Fig. 1: run 1, clock wires, drivers and flops
Drawn at 6 px/um.
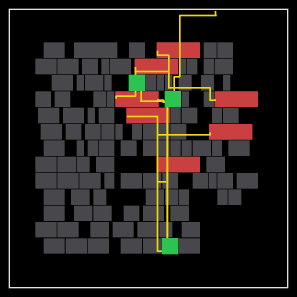
Fig. 2: run 1, metal layers overlaid
Drawn at 8 px/um.
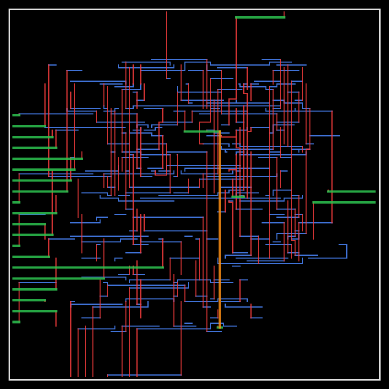
Fig. 3: run 1, routing congestion map
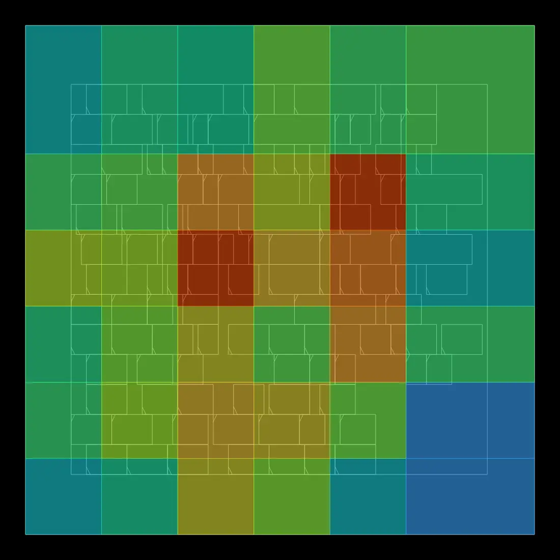
--- src/rtl/hazard_ctrl_if.sv ---
// hazard_ctrl_if
//   Bundle of the signals between the pipeline datapath and the hazard
//   sequencing controller.
//   master : datapath side; drives the ID/EX decode fields, samples the
//            stall/flush/select controls.
//   slave  : controller side (hazard_ctrl).
//   Optional macro HAZARD_STATS_EN adds the stall_cycles / flush_count
//   statistics outputs.
//
//   Signals
//     id_rs, id_rt        ID source registers
//     id_uses_rs/_rt      ID instruction actually reads rs / rt
//     ex_rd               EX destination register
//     ex_mem_read         EX instruction is a load
//     ex_is_branch        EX instruction is a conditional branch
//     ex_zero             branch condition true
//     ex_md_start         first EX cycle of a mult/div
//     ex_md_div           1 = divide, 0 = multiply
//     pc_stall            hold PC
//     if_id_stall         hold IF/ID
//     if_id_flush         clear IF/ID to NOP
//     id_ex_stall         hold ID/EX
//     id_ex_bubble        load NOP into ID/EX
//     pc_sel_branch       next PC from branch target
//     md_busy             multi-cycle op in progress
//     md_done             last EX cycle of mult/div
//     stall_cycles        (stats) cycles with pc_stall high, saturating
//     flush_count         (stats) cycles with if_id_flush high, saturating
interface hazard_ctrl_if;
  logic [4:0]  id_rs;
  logic [4:0]  id_rt;
  logic        id_uses_rs;
  logic        id_uses_rt;
  logic [4:0]  ex_rd;
  logic        ex_mem_read;
  logic        ex_is_branch;
  logic        ex_zero;
  logic        ex_md_start;
  logic        ex_md_div;
  logic        pc_stall;
  logic        if_id_stall;
  logic        if_id_flush;
  logic        id_ex_stall;
  logic        id_ex_bubble;
  logic        pc_sel_branch;
  logic        md_busy;
  logic        md_done;
`ifdef HAZARD_STATS_EN
  logic [31:0] stall_cycles;
  logic [15:0] flush_count;
`endif

  modport master (
    output id_rs, id_rt, id_uses_rs, id_uses_rt, ex_rd, ex_mem_read,
           ex_is_branch, ex_zero, ex_md_start, ex_md_div,
`ifdef HAZARD_STATS_EN
    input  stall_cycles, flush_count,
`endif
    input  pc_stall, if_id_stall, if_id_flush, id_ex_stall, id_ex_bubble,
           pc_sel_branch, md_busy, md_done
  );

  modport slave (
    input  id_rs, id_rt, id_uses_rs, id_uses_rt, ex_rd, ex_mem_read,
           ex_is_branch, ex_zero, ex_md_start, ex_md_div,
`ifdef HAZARD_STATS_EN
    output stall_cycles, flush_count,
`endif
    output pc_stall, if_id_stall, if_id_flush, id_ex_stall, id_ex_bubble,
           pc_sel_branch, md_busy, md_done
  );
endinterface

--- src/rtl/hazard_ctrl.sv ---
// hazard_ctrl
//   EX-stage pipeline sequencing controller: load-use interlock, branch
//   squash, and hold of the pipeline while a multi-cycle mult/div occupies EX.
//   Optional macro HAZARD_STATS_EN adds saturating stall/flush counters.
//
//   Ports
//     clk    system clock, rising edge
//     rst_n  synchronous active-low reset
//     bus    hazard_ctrl_if.slave (decode fields in, pipeline controls out)
//
//   Parameters
//     MUL_CYCLES  EX cycles occupied by a multiply (2..65)
//     DIV_CYCLES  EX cycles occupied by a divide   (2..65)
//
//   state      | meaning
//   -----------+-------------------------------------------------------
//   ST_RUN     | normal flow; branch / md start / load-use evaluated
//   ST_MD_BUSY | mult/div holding EX; cnt_q counts down to the done cycle
module hazard_ctrl #(
  parameter int MUL_CYCLES = 4,
  parameter int DIV_CYCLES = 32
) (
  input  logic          clk,
  input  logic          rst_n,
  hazard_ctrl_if.slave  bus
);

  if (MUL_CYCLES < 2 || MUL_CYCLES > 65) begin : g_bad_mul
    $error("hazard_ctrl: MUL_CYCLES out of range");
  end
  if (DIV_CYCLES < 2 || DIV_CYCLES > 65) begin : g_bad_div
    $error("hazard_ctrl: DIV_CYCLES out of range");
  end

  // The start cycle itself and the done cycle both count toward occupancy,
  // so the counter is loaded with N-2 and the done cycle is cnt_q==0.
  localparam logic [5:0] MUL_LOAD = 6'(MUL_CYCLES - 2);
  localparam logic [5:0] DIV_LOAD = 6'(DIV_CYCLES - 2);

  typedef enum logic [0:0] {
    ST_RUN     = 1'b0,
    ST_MD_BUSY = 1'b1
  } state_t;

  state_t      state_q, state_d;
  logic [5:0]  cnt_q, cnt_d;

  logic        load_use;
  logic        branch_taken;

  logic        pc_stall;
  logic        if_id_stall;
  logic        if_id_flush;
  logic        id_ex_stall;
  logic        id_ex_bubble;
  logic        pc_sel_branch;
  logic        md_busy;
  logic        md_done;

  assign load_use = bus.ex_mem_read && (bus.ex_rd != 5'd0) &&
                    ((bus.id_uses_rs && (bus.id_rs == bus.ex_rd)) ||
                     (bus.id_uses_rt && (bus.id_rt == bus.ex_rd)));

  assign branch_taken = bus.ex_is_branch && bus.ex_zero;

  always_comb begin
    state_d       = state_q;
    cnt_d         = cnt_q;
    pc_stall      = 1'b0;
    if_id_stall   = 1'b0;
    if_id_flush   = 1'b0;
    id_ex_stall   = 1'b0;
    id_ex_bubble  = 1'b0;
    pc_sel_branch = 1'b0;
    md_busy       = 1'b0;
    md_done       = 1'b0;

    // Controls stay quiet while reset is asserted so a held md_start
    // cannot leak stalls or a busy indication out of reset.
    if (rst_n) begin
      unique case (state_q)
        ST_RUN: begin
          if (branch_taken) begin
            pc_sel_branch = 1'b1;
            if_id_flush   = 1'b1;
            id_ex_bubble  = 1'b1;
          end else if (bus.ex_md_start) begin
            pc_stall    = 1'b1;
            if_id_stall = 1'b1;
            id_ex_stall = 1'b1;
            md_busy     = 1'b1;
            state_d     = ST_MD_BUSY;
            cnt_d       = bus.ex_md_div ? DIV_LOAD : MUL_LOAD;
          end else if (load_use) begin
            // One cycle suffices: next cycle the load sits in MEM.
            pc_stall     = 1'b1;
            if_id_stall  = 1'b1;
            id_ex_bubble = 1'b1;
          end
        end
        ST_MD_BUSY: begin
          md_busy = 1'b1;
          if (cnt_q != 6'd0) begin
            pc_stall    = 1'b1;
            if_id_stall = 1'b1;
            id_ex_stall = 1'b1;
            cnt_d       = cnt_q - 6'd1;
          end else begin
            // Last EX cycle: release the stalls so the pipeline advances
            // at this edge.
            md_done = 1'b1;
            state_d = ST_RUN;
          end
        end
        default: begin
          state_d = ST_RUN;
          cnt_d   = 6'd0;
        end
      endcase
    end
  end

  always_ff @(posedge clk) begin
    if (!rst_n) begin
      state_q <= ST_RUN;
      cnt_q   <= 6'd0;
    end else begin
      state_q <= state_d;
      cnt_q   <= cnt_d;
    end
  end

  assign bus.pc_stall      = pc_stall;
  assign bus.if_id_stall   = if_id_stall;
  assign bus.if_id_flush   = if_id_flush;
  assign bus.id_ex_stall   = id_ex_stall;
  assign bus.id_ex_bubble  = id_ex_bubble;
  assign bus.pc_sel_branch = pc_sel_branch;
  assign bus.md_busy       = md_busy;
  assign bus.md_done       = md_done;

`ifdef HAZARD_STATS_EN
  logic [31:0] stall_cycles_q;
  logic [15:0] flush_count_q;

  always_ff @(posedge clk) begin
    if (!rst_n) begin
      stall_cycles_q <= 32'd0;
      flush_count_q  <= 16'd0;
    end else begin
      if (pc_stall && (stall_cycles_q != 32'hFFFF_FFFF)) begin
        stall_cycles_q <= stall_cycles_q + 32'd1;
      end
      if (if_id_flush && (flush_count_q != 16'hFFFF)) begin
        flush_count_q <= flush_count_q + 16'd1;
      end
    end
  end

  assign bus.stall_cycles = stall_cycles_q;
  assign bus.flush_count  = flush_count_q;
`endif

endmodule

--- src/flat_wrapper.sv ---
// flat-port wrapper written by rule: the top's interface ports become plain ports
module hazard_ctrl_flat 
#(
  parameter int MUL_CYCLES = 4,
  parameter int DIV_CYCLES = 32
)
  (clk, rst_n, bus_id_rs, bus_id_rt, bus_id_uses_rs, bus_id_uses_rt, bus_ex_rd, bus_ex_mem_read, bus_ex_is_branch, bus_ex_zero, bus_ex_md_start, bus_ex_md_div, bus_pc_stall, bus_if_id_stall, bus_if_id_flush, bus_id_ex_stall, bus_id_ex_bubble, bus_pc_sel_branch, bus_md_busy, bus_md_done);
  hazard_ctrl_if bus_i ();
  input  logic clk;
  input  logic rst_n;
  input wire logic [$bits(bus_i.id_rs)-1:0] bus_id_rs;
  input wire logic [$bits(bus_i.id_rt)-1:0] bus_id_rt;
  input wire logic [$bits(bus_i.id_uses_rs)-1:0] bus_id_uses_rs;
  input wire logic [$bits(bus_i.id_uses_rt)-1:0] bus_id_uses_rt;
  input wire logic [$bits(bus_i.ex_rd)-1:0] bus_ex_rd;
  input wire logic [$bits(bus_i.ex_mem_read)-1:0] bus_ex_mem_read;
  input wire logic [$bits(bus_i.ex_is_branch)-1:0] bus_ex_is_branch;
  input wire logic [$bits(bus_i.ex_zero)-1:0] bus_ex_zero;
  input wire logic [$bits(bus_i.ex_md_start)-1:0] bus_ex_md_start;
  input wire logic [$bits(bus_i.ex_md_div)-1:0] bus_ex_md_div;
  output wire logic [$bits(bus_i.pc_stall)-1:0] bus_pc_stall;
  output wire logic [$bits(bus_i.if_id_stall)-1:0] bus_if_id_stall;
  output wire logic [$bits(bus_i.if_id_flush)-1:0] bus_if_id_flush;
  output wire logic [$bits(bus_i.id_ex_stall)-1:0] bus_id_ex_stall;
  output wire logic [$bits(bus_i.id_ex_bubble)-1:0] bus_id_ex_bubble;
  output wire logic [$bits(bus_i.pc_sel_branch)-1:0] bus_pc_sel_branch;
  output wire logic [$bits(bus_i.md_busy)-1:0] bus_md_busy;
  output wire logic [$bits(bus_i.md_done)-1:0] bus_md_done;
  assign bus_i.id_rs = bus_id_rs;
  assign bus_i.id_rt = bus_id_rt;
  assign bus_i.id_uses_rs = bus_id_uses_rs;
  assign bus_i.id_uses_rt = bus_id_uses_rt;
  assign bus_i.ex_rd = bus_ex_rd;
  assign bus_i.ex_mem_read = bus_ex_mem_read;
  assign bus_i.ex_is_branch = bus_ex_is_branch;
  assign bus_i.ex_zero = bus_ex_zero;
  assign bus_i.ex_md_start = bus_ex_md_start;
  assign bus_i.ex_md_div = bus_ex_md_div;
  assign bus_pc_stall = bus_i.pc_stall;
  assign bus_if_id_stall = bus_i.if_id_stall;
  assign bus_if_id_flush = bus_i.if_id_flush;
  assign bus_id_ex_stall = bus_i.id_ex_stall;
  assign bus_id_ex_bubble = bus_i.id_ex_bubble;
  assign bus_pc_sel_branch = bus_i.pc_sel_branch;
  assign bus_md_busy = bus_i.md_busy;
  assign bus_md_done = bus_i.md_done;
  hazard_ctrl #(.MUL_CYCLES(MUL_CYCLES), .DIV_CYCLES(DIV_CYCLES)) u_core (.clk(clk), .rst_n(rst_n), .bus(bus_i));
endmodule
--- config.mk ---
export PLATFORM = sky130hd
export DESIGN_NAME = hazard_ctrl_flat
export DESIGN_NICKNAME = d
export VERILOG_FILES = /design/src/rtl/hazard_ctrl_if.sv /design/src/rtl/hazard_ctrl.sv /design/src/flat_wrapper.sv
export SDC_FILE = /design/constraint.sdc
export NUM_CORES = 1
export LEC_CHECK = 0
export CAP_MARGIN = 20
export CORE_MARGIN = 4
export CORE_UTILIZATION = 43
export CTS_BUF_LIST = sky130_fd_sc_hd__clkbuf_4
export DETAILED_ROUTE_END_ITERATION = 6
export PLACE_DENSITY_LB_ADDON = 0.2
export SLEW_MARGIN = 20
export SYNTH_ARGS = -nofsm -noshare
export SYNTH_HDL_FRONTEND = slang
export SYNTH_SLANG_ARGS = --single-unit
--- constraint.sdc ---
create_clock -name clk -period 3.96 [get_ports clk]
set_input_delay 0.792 -clock clk [delete_from_list [all_inputs] [get_ports clk]]
set_output_delay 0.792 -clock clk [all_outputs]
set_load 0.05 [all_outputs]
==> run notes, run 1 <==
run metrics: Crit. End Element primary output, CTS Buffer Depth 2, FFs w/ async S/R, synth 0%, cell count in the Yosys report 79, Layout Area Growth over Synthesis 51.40%, most frequent cells after synthesis xor2_1, dfxtp_1, a21oi_1, nor2_1, nand2_1, Final Critical Period 3.387 ns, Mapped Area 625.6 sq um, core area between 0.001 and 0.0015 sq mm, vias post-DR 663, Area contributors post-synth dfxtp_1, xor2_1, a21oi_1, run status finished clean, Reg2Reg Launch Point u_core.state_q, worst-margin pin slew 0.5646 ns, crit path kind primary input to primary output, Mapped Cells 79, Critical Path Source Type primary input, ANT cells 0, Synth Flop Type dfxtp_1, total grt overflow 0, Yosys top cell by instances xor2_1, clock skew roughly 0.0016 ns, setup_tns 0 ns, Starting DRT DRC Count 6, synthesis area per yosys 625.6 sq um, vias in the first global route 698, leakage power approximately 0.35 nW, Max FO, Critical Path 8, # hold bufs at CTS 0, Top-area cell share 22.40%, num ports 32
## Picture notes: Fig. 1
red -> flip-flops  # count 7
yellow -> clock wires  # length 130 um
green -> clock drivers  # count 3
routed clock nets = 4

## Picture notes: Fig. 2
orange -> metal 4  # wire length 24.5 um
red -> metal 2  # wire length 754 um
green -> metal 3  # wire length 135 um
blue -> metal 1  # wire length 764 um

## Picture notes: Fig. 3
M1 GR Usage: 23.61%
most used routing layer: met2
Total Routing Usage GR: 18.37%
grt met3 use: 5.078%
drt wl/cell: 13.42 um

==> run 1: stage by stage <==
step           utilization, %  hold WS, ns  cell area (sq um)  power [mW]  setup WS, ns
3_5_place_dp            68.76       0.4621              917.1      0.2159        0.5718
3_3_place_gp            68.76       0.4607              917.1      0.2134        0.6238
6_report                71.01       0.4749              947.2      0.2908        0.5726
5_1_grt                 71.01       0.4928              947.2      0.3107        0.4757
2_1_floorplan               -       0.4448              625.6      0.1740        0.4449
4_1_cts                 71.01       0.4693              947.2      0.2927        0.5551
==> run 1: report_power, final <==
part / switching (mW) / leakage (nW) / internal, mW / total [mW]
registers: 0.0106 / 0.0577 / 0.0783 / 0.0889
logic: 0.0676 / 0.273 / 0.0587 / 0.126
clock network: 0.0301 / 0.0184 / 0.0455 / 0.0756
==> run 1: logic make-up after synthesis <==
logic type               count (synthesis)  synth area share [%]
AND-OR/OR-AND                           24                 27.20
XOR/XNOR                                10                 14.00
adder cells (fa/ha/maj)                  2                 3.999
buffers and inverters                    8                 7.799
flip-flops                               7                 22.40
AND/OR/NAND/NOR                         28                 24.60
==> run 1: worst min-delay path by stage <==
stage	start	end	slack, ns	depth (start not counted)
6_report	u_core.cnt_q[0]	u_core.cnt_q[0]	0.47	2
5_1_grt	u_core.cnt_q[5]	u_core.cnt_q[5]	0.49	2
4_1_cts	u_core.cnt_q[0]	u_core.cnt_q[0]	0.47	2
3_5_place_dp	u_core.cnt_q[0]	u_core.cnt_q[0]	0.46	2
3_3_place_gp	u_core.cnt_q[0]	u_core.cnt_q[0]	0.46	2
2_1_floorplan	u_core.cnt_q[5]	u_core.cnt_q[5]	0.44	2
==> run 1: state kept, by name, indices dropped and copies added (netlist names) <==
signal and cells:
u_core.cnt_q 6, u_core.state_q 1
==> run 1: final cells by class <==
cell class,count,area share [%]
Clock buffer,4,3.170
Inverter,3,1.189
Multi-Input combinational cell,64,46.10
Sequential cell,7,14.80
Tap cell,15,1.982
Timing Repair Buffer,32,32.76
==> run 1: placed cells by master (no fill, tap or decap), drive strengths merged, types with 3 or more instances in the layout <==
cell type,netlist,routed
buf,4,4
a21oi,6,6
a21o,3,3
a21boi,3,3
nand3b,3,3
clkbuf,1,4
clkdlybuf4s50,0,28
o21ai,5,5
xor2,8,8
dfxtp,7,7
nor2,6,6
or3,3,3
nor3,3,3
nand2,4,4
==> run 1: routing by layer <==
metal | track usage (%) | wire, um
met1 | 23.61 | 764
met2 | 28.02 | 754
met3 | 5.078 | 134
met4 | 8.523 | 24
met5 | 0 | 0
==> run 1: critical path, cell delays in order <==
cell and delay [ns]:
clkdlybuf4s50_1 0.51, clkinv_1 0.09, buf_4 0.17, nor3_1 0.20, clkdlybuf4s50_1 0.84
==> run 2, diff against run 1 <==
CELL_PAD_IN_SITES_DETAIL_PLACEMENT = 1   (was unset)
CELL_PAD_IN_SITES_GLOBAL_PLACEMENT = 1   (was unset)
CORE_UTILIZATION = 30   (was 43)
Fig. 4: run 2, layout detail
Window x 30 to 50, y 3 to 23 um. Cells in gray, sequential cells in the stronger gray; small squares are vias.
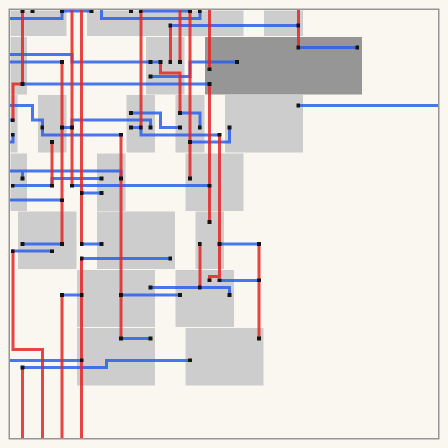
blue -> metal 1
red -> metal 2
netlist names of flops here include = u_core.cnt_q (1)
most frequent = clkdlybuf4s50_1 (5), nor2_1 (4), buf_4 (2)
cells with their middle in the window = 15
sequential cells in the window = 1

==> run 2 against run 1 <==
Against the previous run:
- final area is 1.6% higher
- sequential cell count unchanged
- first-iteration DRC count rose by 100%
- hold slack better by 0.0064 ns
- sequential share of layout area shrank 0.23 points
- clock-buffer cell count unchanged
- maximum frequency down 3.7%
==> run notes, run 2 <==
run metrics: run status finished clean, core area 0.001962 sq mm, Reg power frac 29.4%, Critical Path Source Type primary input, total grt overflow 0, CTS Buffer Depth 2, cell count in the Yosys report ~80, aoi share 27.20%, Crit path depth 4, Multiplexer share 0%, critical path's most frequent cell clkdlybuf4s50_1, simple share between 20% and 30%, Yosys top cell by instances xor2_1, Area contributors post-synth dfxtp_1, xor2_1, a21oi_1, FFs w/ async S/R, synth 0%, Mapped Area 625.6 sq um, num ports 32, CP top delay family buffers and inverters, drt wl/cell roughly 13 um, Synth Flop Type dfxtp_1, switching part of the total power 36.54%, worst setup margin 0.4429 ns, vias post-DR 662, dpl ws 0.4345 ns, synthesis area per yosys 625.6 sq um, crit path kind primary input to primary output, WP buf/inv 3, most instantiated logic cells after routing clkdlybuf4s50_1, xor2_1, dfxtp_1, FA/HA/MAJ Cells, Area Fraction around 4.0%, Starting DRT DRC Count 12, overall power 0.2885 mW
Fig. 5: run 2, routing congestion map
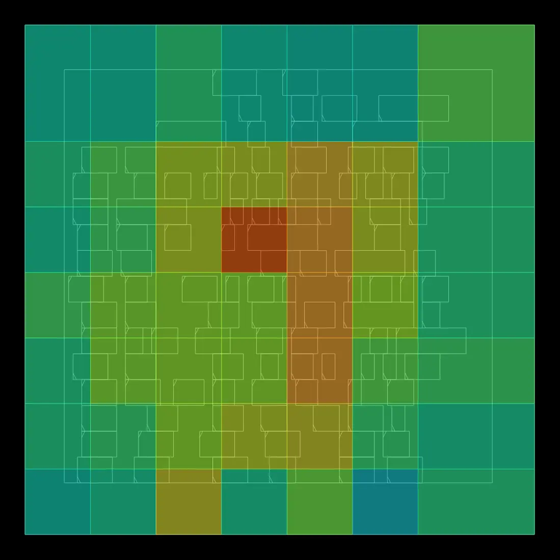
M1 GR Usage: 14.29%
Total Routing Usage GR: 14.18%

-- run 2: cell counts in the layout (fill, tap and decap cells not counted) --
No cell type changed its count.
-- run 2: cells by family after synthesis --
family / count (synthesis)
DFF: 7
and+or+nand+nor: 28
xor gates and xnor gates: 10
AOI/OAI and AO/OA: 24
buffers and inverters: 8
adders and majority gates: 2
-- run 2: final cells by class --
cell class	count	area, sq um	share of cell area (%)
multi-input cells	64	436.7	45.38
inverters	3	11.26	1.170
flip-flops and latches	7	140.1	14.56
clock buffers	4	30.03	3.121
repair buffers	32	310.3	32.25
well taps	27	33.78	3.511
-- run 2: path summary, 6_finish.rpt --
check             startpoint              end
min          u_core.cnt_q[0]  u_core.cnt_q[0]
min reg2reg  u_core.cnt_q[0]  u_core.cnt_q[0]
max reg2reg  u_core.cnt_q[0]  u_core.cnt_q[5]
max                    rst_n  bus_if_id_flush
-- run 2: worst reg2reg max path, cell delays in order, from the launching register on --
cell	delay [ns]
dfxtp_1	0.34
inv_1	0.09
ha_1	0.20
nand3b_1	0.22
o22ai_4	0.15
or3_1	0.37
a21oi_1	0.14
-- run 2: routing by layer --
metal	up-vias	global-route usage (%)	wire, um
met5	-	0	0
met4	0	2.553	13
met3	2	5.540	82
met2	14	27.22	981
met1	300	14.29	738
li1	346	-	-
-- run 2: stage by stage --
step,area (sq um),hold WS (ns)
global placement,932.1,0.4665
global route,962.2,0.5276
finish,962.2,0.4813
floorplan,625.6,0.4448
detailed placement,932.1,0.4783
CTS,962.2,0.4856
-- run 2: power groups by stage --
stage | clock (mW) | combinational (mW) | sequential (mW)
after CTS | 0.0747 | 0.133 | 0.0847
after floorplan | 0 | 0.0901 | 0.0839
final | 0.0721 | 0.132 | 0.0848
after global placement | 0 | 0.131 | 0.0862
after detailed placement | 0 | 0.133 | 0.0862
after global routing | 0.0788 | 0.143 | 0.0863
==> run 3, diff against run 2 <==
--- a/config.mk
+++ b/config.mk
@@ -6,5 +6,5 @@
 export NUM_CORES = 1
 export LEC_CHECK = 0
-export CAP_MARGIN = 20
+export CAP_MARGIN = 5
 export CELL_PAD_IN_SITES_DETAIL_PLACEMENT = 1
 export CELL_PAD_IN_SITES_GLOBAL_PLACEMENT = 1
==> constraint.sdc (replaced) <==
create_clock -name clk -period 3.96 [get_ports clk]
set_input_delay 0.792 -clock clk [delete_from_list [all_inputs] [get_ports clk]]
set_output_delay 0.792 -clock clk [all_outputs]
set_load 0.1 [all_outputs]
Fig. 6: run 3, clock wires, drivers and flops
Drawn at 4 px/um.
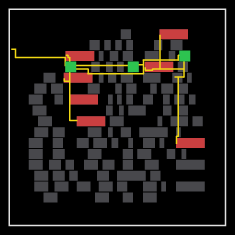
yellow -> clock wires  # length 138 um
green -> clock drivers  # count 3
red -> flip-flops  # count 7
routed clock nets = 4

==> run 3 against run 2 <==
Against the previous run:
- routed wire length is 6.3% higher
- cell count is 0.73% lower
- highest routed layer is now met3
- critical endpoint is now bus_pc_stall
- utilization is 1.5 points higher
==> run notes, run 3 <==
run metrics: run status finished clean, worst setup margin 0.5731 ns, Total Routing Usage GR 14.78%, Crit. End Element primary output, Mapped Area 625.6 sq um, num ports 32, Critical Path Source Type primary input, Top Layer Used met3, most frequent cells after synthesis xor2_1, dfxtp_1, a21oi_1, nor2_1, nand2_1, most frequent logic cell in the layout clkdlybuf4s50_1, drt wl/cell approximately 14 um, Synth Flop Type dfxtp_1, Reg-to-Reg End u_core.cnt_q[4], FF+latch area around 140 sq um, critical path's slowest cell clkdlybuf4s50_1, Top-area cell share 22.40%, CTS Buffer Depth 2, vias post-DR 683, total grt overflow 0, crit path from bus_ex_rd[3], core area 0.001962 sq mm, Max FO, Critical Path 3, Biggest register u_core.cnt_q, Crit path depth 6, DR WL met3 102 um, setup_tns 0 ns, FFs w/ async S/R, synth 0%, depth of the worst hold-timing path 2, cell count in the Yosys report roughly 79, clock skew 0.01157 ns, leakage power about 0.37 nW, met2 WL 1055 um, synthesis area per yosys 625.6 sq um, crit-path max cell delay 0.47 ns, Mapped Cells roughly 80
Fig. 7: run 3, routing congestion map
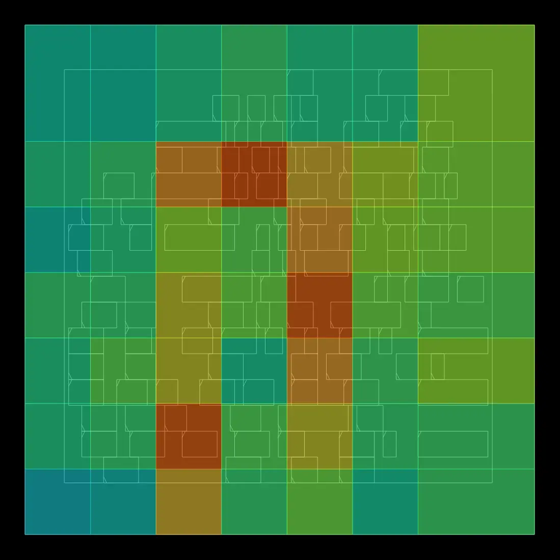
fin util: 50.51%
grt met3 use: 6.648%
met2 Usage GRT: 27.22%

==> run 3: cell counts after synthesis <==
Identical to the previous run, type by type.
==> run 3: area by class of cell <==
cell class,instances,area share (%)
multi-input cells,64,45.20
repair buffers,31,33.08
inverters,3,1.136
clock buffers,4,3.030
well taps,27,3.409
flip-flops and latches,7,14.14
==> run 3: how the worst min path moves through the flow <==
stage / from / endpoint / slack [ns]
floorplan: u_core.cnt_q[5] / u_core.cnt_q[5] / 0.44
global placement: u_core.cnt_q[0] / u_core.cnt_q[0] / 0.47
detailed placement: u_core.cnt_q[0] / u_core.cnt_q[0] / 0.48
CTS: u_core.cnt_q[0] / u_core.cnt_q[0] / 0.49
global route: u_core.cnt_q[5] / u_core.cnt_q[5] / 0.51
finish: u_core.cnt_q[0] / u_core.cnt_q[0] / 0.49
==> run 3: kinds of logic after synthesis <==
kind of cell / Yosys count / share of synthesized area, %
simple gates: 28 / 24.60
compound gates: 24 / 27.20
xor+xnor: 10 / 14.00
buf+inv: 8 / 7.799
flops: 7 / 22.40
fa+ha+maj: 2 / 3.999
==> run 3: worst reg2reg max path, delay by kind of cell (launching register included) <==
kind / cells / cell delay [ns]
flip-flops: 1 / 0.70
AND-OR/OR-AND: 3 / 0.68
AND/OR/NAND/NOR: 1 / 0.36
==> run 3: metrics by stage <==
step           instances  hold WS (ns)  power [mW]  cell area [sq um]  utilization [%]
2_1_floorplan         79        0.4448      0.1985              636.9                -
5_1_grt              136        0.5133      0.3422              991.0            50.51
3_5_place_dp         132        0.4849      0.2488              960.9            48.98
4_1_cts              136        0.4916      0.3241              991.0            50.51
6_report             136        0.4899      0.3204              991.0            50.51
3_3_place_gp         132        0.4690      0.2452              960.9            48.98
==> run 3: routing by layer <==
| layer | global-route usage (%) | vias up |
|---|---|---|
| met2 | 27.22 | 20 |
| met5 | 0 | - |
| met4 | 2.553 | 0 |
| met1 | 15.35 | 323 |
| li1 | - | 340 |
| met3 | 6.648 | 0 |
==> run 3: power by group <==
| part | switching (mW) | total, mW | internal (mW) | leakage, nW |
|---|---|---|---|---|
| clock | 0.0279 | 0.0733 | 0.0454 | 0.0184 |
| sequential | 0.0113 | 0.0896 | 0.0784 | 0.0577 |
| combinational | 0.0934 | 0.157 | 0.0641 | 0.290 |
| total | 0.133 | 0.320 | 0.188 | 0.366 |
Power and IR drop assume default switching activity.
